### Drive-strength map

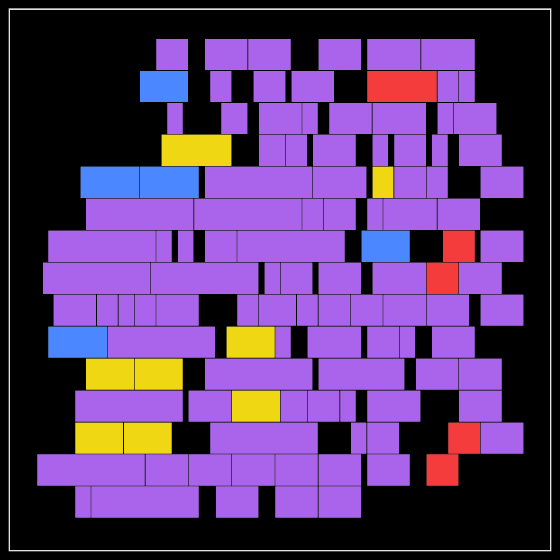
### Placement density heat map

The bar under the picture is 10 microns long. The die is cut into 9 by 9 equal tiles; dark blue is low, red is high, 0 to 100% covered.
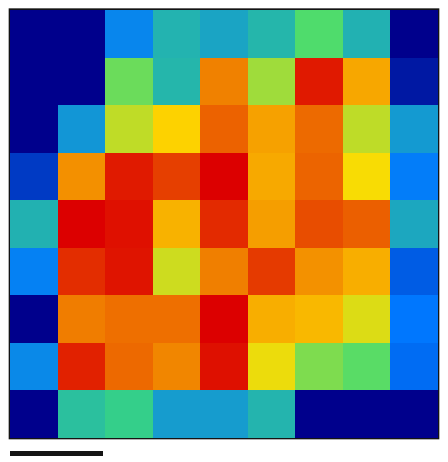
--- src/rtl/execute_if.sv ---
// ============================================================================
//  Module      : execute_if
//  Description : Fetch <-> execute link for the 4-bit TD4-class CPU: the
//                instruction word and the same-cycle branch decision.
//  Revision    : 1.0 - initial release
// ============================================================================
`default_nettype none

interface execute_if;
    logic [7:0] inst;
    logic [3:0] jumpadrs;
    logic       isjump;

    // Fetch side: supplies the instruction and consumes the branch decision.
    modport master (
        output inst,
        input  jumpadrs,
        input  isjump
    );

    // Execute side: decodes the instruction and returns the branch decision.
    modport slave (
        input  inst,
        output jumpadrs,
        output isjump
    );
endinterface

`default_nettype wire

--- src/rtl/execute.sv ---
// ============================================================================
//  Module      : execute
//  Description : Decode/execute stage of the 4-bit TD4-class CPU. Holds A, B,
//                OUT and carry; executes one instruction per clock.
//  Revision    : 1.0 - initial release
// ============================================================================
`default_nettype none

module execute (
    input  wire logic       clk,
    input  wire logic       rst,        // asynchronous, active-low
    execute_if.slave        fetch,
    input  wire logic [3:0] inport,
    output logic      [3:0] outport,
    output logic      [3:0] rega,
    output logic      [3:0] regb,
    output logic            carry
);

    localparam logic [3:0] c_op_add_a  = 4'b0000;
    localparam logic [3:0] c_op_mov_ab = 4'b0001;
    localparam logic [3:0] c_op_in_a   = 4'b0010;
    localparam logic [3:0] c_op_mov_a  = 4'b0011;
    localparam logic [3:0] c_op_mov_ba = 4'b0100;
    localparam logic [3:0] c_op_add_b  = 4'b0101;
    localparam logic [3:0] c_op_in_b   = 4'b0110;
    localparam logic [3:0] c_op_mov_b  = 4'b0111;
    localparam logic [3:0] c_op_out_b  = 4'b1001;
    localparam logic [3:0] c_op_out_im = 4'b1011;
    localparam logic [3:0] c_op_jnc    = 4'b1110;
    localparam logic [3:0] c_op_jmp    = 4'b1111;

    typedef enum logic [1:0] {
        SRC_ZERO = 2'd0,
        SRC_A    = 2'd1,
        SRC_B    = 2'd2,
        SRC_IN   = 2'd3
    } src_e;

    typedef enum logic [1:0] {
        DST_NONE = 2'd0,
        DST_A    = 2'd1,
        DST_B    = 2'd2,
        DST_OUT  = 2'd3
    } dst_e;

    logic [3:0] opcode;
    logic [3:0] imm;
    src_e       src_sel;
    dst_e       dst_sel;
    logic [3:0] src_val;
    logic [4:0] sum;
    logic       jump;

    logic [3:0] rega_q,  rega_d;
    logic [3:0] regb_q,  regb_d;
    logic [3:0] out_q,   out_d;
    logic       carry_q, carry_d;

    assign opcode = fetch.inst[7:4];
    assign imm    = fetch.inst[3:0];

    // Every writing instruction is "dst <- src + Im"; decode reduces to a
    // source/destination pair. Jumps and undefined opcodes write nothing.
    always_comb begin
        src_sel = SRC_ZERO;
        dst_sel = DST_NONE;
        case (opcode)
            c_op_add_a:  begin src_sel = SRC_A;    dst_sel = DST_A;   end
            c_op_mov_ab: begin src_sel = SRC_B;    dst_sel = DST_A;   end
            c_op_in_a:   begin src_sel = SRC_IN;   dst_sel = DST_A;   end
            c_op_mov_a:  begin src_sel = SRC_ZERO; dst_sel = DST_A;   end
            c_op_mov_ba: begin src_sel = SRC_A;    dst_sel = DST_B;   end
            c_op_add_b:  begin src_sel = SRC_B;    dst_sel = DST_B;   end
            c_op_in_b:   begin src_sel = SRC_IN;   dst_sel = DST_B;   end
            c_op_mov_b:  begin src_sel = SRC_ZERO; dst_sel = DST_B;   end
            c_op_out_b:  begin src_sel = SRC_B;    dst_sel = DST_OUT; end
            c_op_out_im: begin src_sel = SRC_ZERO; dst_sel = DST_OUT; end
            default:     begin src_sel = SRC_ZERO; dst_sel = DST_NONE; end
        endcase
    end

    always_comb begin
        src_val = 4'd0;
        case (src_sel)
            SRC_ZERO: src_val = 4'd0;
            SRC_A:    src_val = rega_q;
            SRC_B:    src_val = regb_q;
            SRC_IN:   src_val = inport;
            default:  src_val = 4'd0;
        endcase
    end

    assign sum = {1'b0, src_val} + {1'b0, imm};

    // Carry only survives one instruction: non-writing opcodes clear it.
    always_comb begin
        rega_d  = rega_q;
        regb_d  = regb_q;
        out_d   = out_q;
        carry_d = 1'b0;
        case (dst_sel)
            DST_A:   begin rega_d = sum[3:0]; carry_d = sum[4]; end
            DST_B:   begin regb_d = sum[3:0]; carry_d = sum[4]; end
            DST_OUT: begin out_d  = sum[3:0]; carry_d = sum[4]; end
            default: carry_d = 1'b0;
        endcase
    end

    always_ff @(posedge clk or negedge rst) begin
        if (!rst) begin
            rega_q  <= 4'd0;
            regb_q  <= 4'd0;
            out_q   <= 4'd0;
            carry_q <= 1'b0;
        end else begin
            rega_q  <= rega_d;
            regb_q  <= regb_d;
            out_q   <= out_d;
            carry_q <= carry_d;
        end
    end

    // JNC tests the carry left by the previous instruction.
    always_comb begin
        jump = 1'b0;
        if (opcode == c_op_jmp)
            jump = 1'b1;
        else if (opcode == c_op_jnc)
            jump = ~carry_q;
    end

    assign fetch.isjump   = jump;
    assign fetch.jumpadrs = imm;

    assign outport = out_q;
    assign rega    = rega_q;
    assign regb    = regb_q;
    assign carry   = carry_q;

endmodule

`default_nettype wire

--- src/flat_wrapper.sv ---
// flat-port wrapper written by rule: the top's interface ports become plain ports
module execute_flat 
  (clk, rst, inport, outport, rega, regb, carry, fetch_inst, fetch_jumpadrs, fetch_isjump);
  execute_if fetch_i ();
  input  wire logic clk;
  input  wire logic rst;
  input  wire logic [3:0] inport;
  output logic      [3:0] outport;
  output logic      [3:0] rega;
  output logic      [3:0] regb;
  output logic carry;
  input wire logic [$bits(fetch_i.inst)-1:0] fetch_inst;
  output wire logic [$bits(fetch_i.jumpadrs)-1:0] fetch_jumpadrs;
  output wire logic [$bits(fetch_i.isjump)-1:0] fetch_isjump;
  assign fetch_i.inst = fetch_inst;
  assign fetch_jumpadrs = fetch_i.jumpadrs;
  assign fetch_isjump = fetch_i.isjump;
  execute u_core (.clk(clk), .rst(rst), .fetch(fetch_i), .inport(inport), .outport(outport), .rega(rega), .regb(regb), .carry(carry));
endmodule
--- config.mk ---
export PLATFORM = sky130hd
export DESIGN_NAME = execute_flat
export DESIGN_NICKNAME = d
export VERILOG_FILES = /design/src/rtl/execute_if.sv /design/src/rtl/execute.sv /design/src/flat_wrapper.sv
export SDC_FILE = /design/constraint.sdc
export NUM_CORES = 1
export LEC_CHECK = 0
export ABC_CLOCK_PERIOD_IN_PS = 5550
export CORE_MARGIN = 2
export CORE_UTILIZATION = 49
export CTS_BUF_LIST = sky130_fd_sc_hd__clkbuf_8
export CTS_CLUSTER_DIAMETER = 40
export DETAILED_ROUTE_END_ITERATION = 7
export GPL_ROUTABILITY_DRIVEN = 0
export GPL_TIMING_DRIVEN = 0
export PLACE_DENSITY = 0.87
export SETUP_SLACK_MARGIN = 0.1
export SYNTH_ARGS = -nofsm -noshare
export SYNTH_HDL_FRONTEND = slang
export SYNTH_SLANG_ARGS = --single-unit
--- constraint.sdc ---
create_clock -name clk -period 5.55 [get_ports clk]
set_clock_uncertainty 0.05 [all_clocks]
set_input_delay 1.11 -clock clk [delete_from_list [all_inputs] [get_ports clk]]
set_output_delay 1.11 -clock clk [all_outputs]
set_load 0.01 [all_outputs]
==> run summary <==
outcome: finished, final reports clean
ANT cells: 0
Filler Cell Count: 121
Hold Path Stages: 2
CP Capture Type: flip-flop
Dominant flop cell: dfrtp_1
GRT Util Overall: 0.197
syn nets: 104
Registers, synthesis: 13
xor/xnor share: 0.0102
Post-synth EDFFs: 0
FF-to-FF setup slack: 3.48 ns
dpl hpwl: 1.57 mm
Commonest cells post-synth: dfrtp_1 (13), ha_1 (8), nor2_1 (7), mux2_2 (6), nand2_1 (5)
Worst EP arrival: 3.85 ns
worst slew pin tran: 0.548 ns
max frequency: 263 MHz
via count: 717
Worst Path Max Fanout: 5
first-pass GRT wire length: 2.95 mm
Ys Warns: 0
die y size: 45.9 microns
final max-slew violation count: 0
CTS Hold Bufs: 0
deepest clock path buffer count: 2
number of antenna violations at the first check in global routing: 0
DR WL/cell: 14.4 microns
Adder-Cell Fraction of Synth Area: 0.139
slowest stage delay, CP: 0.53 ns
Synth Seq Share: 0.377
Post-Place Setup Slack: 1.54 ns
# port buffers: 30
Top area cell types: dfrtp_1 (38%), ha_1 (12%), mux2_2 (7.8%), mux2i_1 (4.6%), a211oi_1 (3.5%)
largest net degree at the start of global routing: 14
Reg-to-Reg End: u_core.outport[3]
Detail Route Antenna Nets: 0
largest area contributor in the netlist: dfrtp_1
Die X: 45.9 microns
die area: 0.00211 sq mm
Hold Path Class: reg -> reg
startpoint types: input pin
CP Cell Sequence: clkdlybuf4s50_1 -> inv_1 -> ha_1 -> buf_2 -> nor3_1 -> o21a_1 -> a211oi_1 -> ha_1 -> and3_1 -> nor3_1 -> o31ai_1
most frequent cell after synthesis: dfrtp_1
H-Tree Depth: 1
Worst Hold Endpoint: u_core.outport[2]
clk root buf: clkbuf_8
period utilisation layout: 0.686
Ports: 32
routed wire length: 1.90 mm
ys cells: 81
Final Hold Violation Tally: 0
PwrDens: 327 mW/mm^2
CTS tree: built
Post-CTS Setup Bufs: 0
FP Rows: 15
Worst R2R Start: u_core.rega[1]
DRT iter0 DRCs: 11
share of post-route cells with drive strength above 1: 0.157
# DRC: 0
nets@finish: 139
grt ovf: 0
-- 'Drive-strength map' (at the start) --
blue -> drive 6 and up  # cells 5
yellow -> drive 2  # cells 8
purple -> drive 1 or less  # cells 97
red -> drive 3 to 4  # cells 5
P&R area growth vs syn: 42.5%
fin worst setup slack: 1.74 ns
final instance area: 0.00123 sq mm
Non-CTS buffers: 37

-- 'Placement density heat map' (at the start) --
mean over tiles = 57%
densest ninth of the die = middle
tiles over 75% full = 44%
Pre-Place Util: 0.510
Final Util: 0.727
core box area: 0.00169 sq mm

metal layers:
metal | GRT usage | wire length (microns) | vias up
met3 | 0.0238 | 83 | 2
met4 | 0.0686 | 12 | 0
met2 | 0.328 | 1000 | 19
met5 | 0 | 0 | -
met1 | 0.262 | 803 | 343
li1 | - | - | 353
logic make-up (layout without fill, tap and decap cells):
logic type	Yosys count	count (layout)
adders and majority gates	9	9
AOI/OAI and AO/OA	19	19
DFF	13	13
and+or+nand+nor	19	19
buffers and inverters	10	44
xor gates and xnor gates	1	1
muxes	10	10
power breakdown:
part           switching (mW)  internal, mW  total, mW  leakage (nW)
Clock                  0.0299        0.0486     0.0785        0.0269
Combinational          0.0736         0.104      0.177         0.380
Sequential             0.0220         0.124      0.146         0.157
Total                   0.125         0.277      0.402         0.563
worst max-delay path by stage:
stage / from / end / slack (ns)
2_1_floorplan: fetch_inst[4] / u_core.rega[3] / 2.38
3_3_place_gp: fetch_inst[4] / u_core.outport[3] / 1.58
3_5_place_dp: fetch_inst[4] / u_core.outport[3] / 1.54
4_1_cts: fetch_inst[4] / u_core.outport[3] / 1.71
5_1_grt: fetch_inst[4] / u_core.outport[3] / 1.52
6_report: fetch_inst[4] / u_core.outport[3] / 1.74
cells in the final DEF (no fill, tap or decap), drive strengths merged, types with 3 or more instances in the layout:
cell type,synthesis,layout
clkdlybuf4s50,0,30
dfrtp,13,13
ha,8,8
nor2,7,7
buf,7,7
mux2,6,6
nand2,5,5
mux2i,4,4
a211oi,4,4
inv,3,4
o21ai,4,4
a21oi,3,3
clkbuf,0,3
critical path, delay by kind of cell:
family | cells | cell delay, ns
compound gates | 3 | 0.70
fa+ha+maj | 2 | 0.59
simple gates | 3 | 0.64
buf+inv | 3 | 0.80
cell type report:
class	count	area (sq um)	share of cell area
Clock inverter	1	3.75	0.00305
Timing Repair Buffer	30	300	0.244
Multi-Input combinational cell	58	468	0.381
Buffer	7	57.6	0.0468
Clock buffer	3	41.3	0.0336
Sequential cell	13	325	0.265
Tap cell	17	21.3	0.0173
Inverter	3	11.3	0.00916
registers in the layout (all words and copies together), names as in the netlist:
| register | cells |
|---|---|
| u_core.outport | 4 |
| u_core.rega | 4 |
| u_core.regb | 4 |
| u_core.carry | 1 |
per-stage QoR:
step	utilization	cell area [sq um]	hold WS [ns]	total power [mW]	cells
final	0.727	1230	0.448	0.402	132
after detailed placement	0.701	1180	0.427	0.325	128
after global placement	0.701	1180	0.420	0.317	128
after global routing	0.727	1230	0.482	0.426	132
after floorplan	-	862	0.466	0.230	81
after CTS	0.727	1230	0.443	0.405	132
Power figures rest on the tool's default switching activity, not on a simulated workload.
